## config.mk

```make
export PLATFORM = sky130hd
export DESIGN_NAME = div_arbiter
export DESIGN_NICKNAME = d
export VERILOG_FILES = /design/src/rtl/div_arbiter.sv
export SDC_FILE = /design/constraint.sdc
export NUM_CORES = 1
export LEC_CHECK = 0
export CAP_MARGIN = 20
export CORE_AREA = 2 2 182 184
export DETAILED_ROUTE_END_ITERATION = 12
export DIE_AREA = 0 0 184 186
export DONT_BUFFER_PORTS = 1
export PLACE_DENSITY = 0.44
export SLEW_MARGIN = 5
export SYNTH_ARGS = -nofsm -noshare
export SYNTH_HDL_FRONTEND = slang
export SYNTH_SLANG_ARGS = --single-unit
```

## constraint.sdc

```tcl
create_clock -name clk -period 4.65 [get_ports clk]
set_clock_uncertainty 0.15 [all_clocks]
set_input_delay 0.465 -clock clk [delete_from_list [all_inputs] [get_ports clk]]
set_output_delay 0.465 -clock clk [all_outputs]
set_load 0.05 [all_outputs]
```

## src/rtl/div_arbiter.sv

```systemverilog
// div_arbiter: round-robin scheduler sharing one sequential 32-bit divider
// among N requesters. One request in flight at a time; divide-by-zero is
// answered directly with a saturated quotient and never reaches the divider.
module div_arbiter #(
  parameter int N   = 4,
  parameter int IDW = $clog2(N)
) (
  input  logic              clk,
  input  logic              nrst,
  input  logic              en,
  input  logic [N-1:0]      req_valid,
  input  logic [N*32-1:0]   req_dividend,
  input  logic [N*32-1:0]   req_divisor,
  output logic [N-1:0]      req_ready,
  output logic [N-1:0]      resp_valid,
  output logic [31:0]       resp_quotient,
  output logic [31:0]       resp_remainder,
  output logic              resp_err,
  output logic              busy,
  output logic [IDW-1:0]    grant_id,
  output logic              div_en,
  output logic              div_start,
  output logic [31:0]       div_dividend,
  output logic [31:0]       div_divisor,
  input  logic              div_done,
  input  logic [31:0]       div_quotient,
  input  logic [31:0]       div_remainder
);

  typedef enum logic [2:0] {IDLE, ISSUE, WAIT, CAPTURE, ZERO} state_t;

  state_t          state_q;
  logic [IDW-1:0]  rr_q;
  logic [IDW-1:0]  grant_id_q;
  logic [31:0]     dividend_q;
  logic [31:0]     divisor_q;
  logic [31:0]     quot_q;
  logic [31:0]     rem_q;
  logic            err_q;
  logic [N-1:0]    resp_pulse_q;

  // Per-slot views of the packed operand buses and the candidate search order
  logic [31:0]     slot_dividend [N];
  logic [31:0]     slot_divisor  [N];
  logic [IDW-1:0]  cand          [N];
  logic [IDW-1:0]  cand_next     [N];

  genvar gi;
  generate
    for (gi = 0; gi < N; gi++) begin : g_slot
      assign slot_dividend[gi] = req_dividend[32*gi +: 32];
      assign slot_divisor[gi]  = req_divisor[32*gi +: 32];
      assign cand[gi]          = IDW'((int'(rr_q) + gi) % N);
      assign cand_next[gi]     = IDW'((int'(rr_q) + gi + 1) % N);
    end
  endgenerate

  logic            pick_found;
  logic [IDW-1:0]  pick_id;
  logic [IDW-1:0]  pick_next;

  // Round-robin search: scan from the highest offset down so the candidate
  // closest to the rr pointer is the one left standing.
  always_comb begin
    pick_found = 1'b0;
    pick_id    = '0;
    pick_next  = '0;
    for (int k = N - 1; k >= 0; k--) begin
      if (req_valid[cand[k]]) begin
        pick_found = 1'b1;
        pick_id    = cand[k];
        pick_next  = cand_next[k];
      end
    end
  end

  // Scheduler FSM: accept, issue, wait for the divider, and return the result
  always_ff @(posedge clk or negedge nrst) begin
    if (!nrst) begin
      state_q      <= IDLE;
      rr_q         <= '0;
      grant_id_q   <= '0;
      dividend_q   <= '0;
      divisor_q    <= '0;
      quot_q       <= '0;
      rem_q        <= '0;
      err_q        <= 1'b0;
      resp_pulse_q <= '0;
    end else if (en) begin
      resp_pulse_q <= '0;
      unique case (state_q)
        IDLE: begin
          if (pick_found) begin
            grant_id_q <= pick_id;
            rr_q       <= pick_next;
            dividend_q <= slot_dividend[pick_id];
            divisor_q  <= slot_divisor[pick_id];
            state_q    <= (slot_divisor[pick_id][30:0] == 31'd0) ? ZERO : ISSUE;
          end
        end
        ISSUE: state_q <= WAIT;
        WAIT: begin
          if (div_done) state_q <= CAPTURE;
        end
        CAPTURE: begin
          quot_q       <= div_quotient;
          rem_q        <= div_remainder;
          err_q        <= 1'b0;
          resp_pulse_q <= N'(1) << grant_id_q;
          state_q      <= IDLE;
        end
        ZERO: begin
          quot_q       <= {dividend_q[31] ^ divisor_q[31], 31'h7FFF_FFFF};
          rem_q        <= '0;
          err_q        <= 1'b1;
          resp_pulse_q <= N'(1) << grant_id_q;
          state_q      <= IDLE;
        end
        default: state_q <= IDLE;
      endcase
    end
  end

  // Accept strobe is also held off while reset is asserted so no request is
  // consumed by a block that is being cleared.
  assign req_ready      = (state_q == IDLE && pick_found && en && nrst) ? (N'(1) << pick_id) : '0;
  assign resp_valid     = resp_pulse_q & {N{en}};
  assign resp_quotient  = quot_q;
  assign resp_remainder = rem_q;
  assign resp_err       = err_q;
  assign busy           = (state_q != IDLE);
  assign grant_id       = grant_id_q;
  assign div_en         = en;
  assign div_start      = (state_q == ISSUE) && en;
  assign div_dividend   = dividend_q;
  assign div_divisor    = divisor_q;

endmodule

```

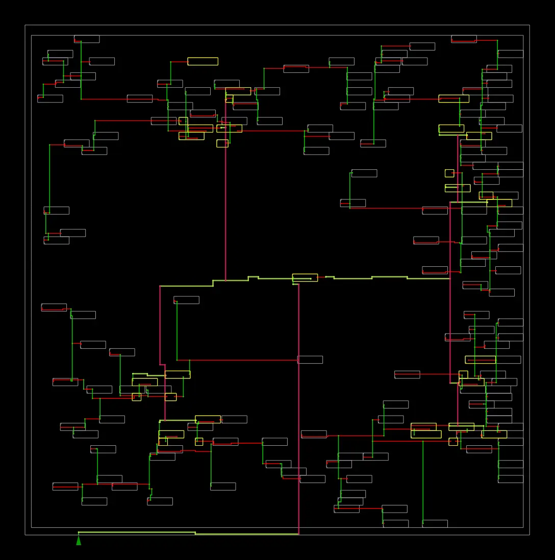
**Above:** the clock network.
clk sinks: 140
CTS Buf Count: 17
Clock Power: 1520 uW
FFs & Latches: 140
CLK BUF: 18

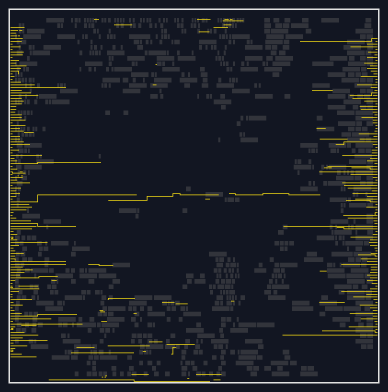
**Above:** metal 3.
Drawn at 2 px/um.
- longest straight run: 49.5 um
- nets with wire on the layer: 263
- wire length on this layer: 2170 um

==> impl_metrics.tcl <==
# collected from the flow reports
set metrics [dict create \
    crit_end "state_q[0]" \
    critPathMaxStageDelay_ns 0.86 \
    timing.hold.ws_ns 0.03891 \
    rr_startpoint "rr_q[1]" \
    antenna_found_initial 4 \
    yosys_area_mm2 0.007510 \
    met2_usage_pct 27.47 \
    syn-mean-instance-area_um2 8.583 \
    ys_seq_elements 140 \
    row_count 66 \
    maxSlewViolCount 0 \
    final_nets 1201 \
    post_cts_resized 0 \
    syn2layout_area_growth_pct 19.46 \
    logic_family "AND-OR/OR-AND gates" \
    setup_ws_ns 0.8177 \
    grt_max_degree 141 \
    comb_cells 643 \
    cts-hold-fix-buffers 45 \
    synthTopCellsByCount "233 x nand2_1, 140 x dfrtp_1, 65 x and3_1, 65 x clkbuf_1, 61 x a211oi_1" \
    p_int_uw 3447 \
    critPathLaunchType "flip-flop" \
    h-tree-depth 4 \
    diodes 4 \
    finish.utilization_pct 27.86 \
    r2r_setup_slack_ns 0.82 \
    hold_viol 0 \
    routed_via_density 5.233 \
    fmax_mhz 260.9 \
    power.switching_uw 4260 \
    ys_cells 875 \
    die-area_mm2 0.03422 \
    hold_depth 2 \
    synth_top_cell_by_count "nand2_1" \
    synth_cell_types 40 \
    comb_share_pct 40.59 \
    finalPower_uw 7707 \
    first_pass_iters 5 \
    power.leakage_uw 0.003967 \
    wl_met1_um 11680 \
    ys_warn_count 0 \
    hp-class "in -> reg" \
    yosys.area.top_type "dfrtp_1" \
    post-route-period-util_pct 82.41 \
    rsz0062_at_grt "false" \
    nNonClkInverters 9 \
    clockBufferDepth 2 \
    place_ws_ns 0.8791 \
    route.met3.wl_um 2168 \
    power_leader "sequential cells" \
    top_layer "met4" \
    worst_ir_drop_vdd_mv 0.3219 \
    xor_share_pct 0.1166 \
    drtAntennaViolNets 0 \
    critPathMaxFanout 43 \
    seq_area_mm2 0.003503 \
    switching_share_pct 55.27 \
    p_seq_uw 4070 \
    simple_gate_area_share_pct 23.14 \
    fin_area_mm2 0.008971 \
    drv_cap 0 \
    placed_cells 1217 \
    crit_start "rr_q[1]" \
    grt_pass1_wl_um 40610 \
    min_from "div_quotient[1]" \
    ys_sh_mux_pct 0.1333 \
    hpwlAfterDp_um 20350 \
    cp.required_ns 4.81 \
    cts_tree "done" \
    path_buffers 0 \
    synth-edff-count 0 \
    async_reset_ff_share_pct 100.0 \
    setup_tns_ns 0 \
    fin_crit_ns 3.832 \
    fillers 3424 \
    layout_top_cells "232 x nand2_1, 140 x dfrtp_1, 65 x and3_1, 61 x a211oi_1, 50 x nand3_1" \
    crit_path_top_delay_cell "or3_2" \
    reg2regPathDepth 8 \
    syn-num-nets 1203 \
    setup_viol 0 \
    met2_length_um 14340 \
    top_cells_by_area "dfrtp_1 47%, nand2_1 12%, a211oi_1 6.1%" \
    pwr_density_cell_mw_per_mm2 859.0 \
    netlist_instances 875 \
    arrival_ns 4.00 \
    grt_pass1_vias 6495 \
    place_congestion 0.8050 \
    reg2reg_to "state_q[0]" \
    clock_area_share_pct 7.238 \
    worstPathCellList "nand2b_1 > a21oi_1 > or3_2 > a211oi_1 > o22ai_1 > nor4_1 > nand4_1 > a221o_1" \
    grt_overflow 0 \
    dpl_cell_area_mm2 0.007844 \
    clk_latency_ns 0.43 \
    netlist_area_mm2 0.007510 \
    clk_pin_slew_ns 0.06 \
    cts_setup_buffers 0 \
    critPathTopFamily "simple AND/OR/NAND/NOR gates" \
    cts-root-buf "clkbuf_16" \
    grt_util_met3_pct 4.696 \
    route.detailed.drc 0 \
    p_clk_share_pct 19.7 \
    fp.coreArea_mm2 0.03221 \
    yosysTopAreaCellShare_pct 46.65 \
    cp-end-kind "flip-flop" \
    tapCellCount 408 \
    ys_sh_aoi_pct 24.38 \
    port-buffer-count 0 \
    status "finished clean" \
    vias 6792 \
    top_usage_layer "met2" \
    buffers 62 \
    final_common_cell "nand2_1" \
    p_comb_share_pct 27.5 \
    buffer_area_share_pct 6.946 \
    io_pins 470 \
    seq_area_share_pct 39.05 \
    holdPathEnd "resp_quotient[1]" \
    fa_ha_area_share_pct 0 \
    p_seq_share_pct 52.8 \
    cp_num_cells 8 \
    grt_util_all_layers_pct 15.97 \
    relSlewSlack_pct 34.73 \
    ys_seq_share_pct 46.65 \
    layout-drive-gt1-share_pct 6.885 \
    die_w_um 184 \
    p_comb_uw 2120 \
    use_met1_pct 18.75 \
    comb_area_mm2 0.003641 \
    warnings 28 \
    drt_iter0_markers 355 \
    instances_no_fill 1298 \
]
Power and IR drop assume default switching activity.
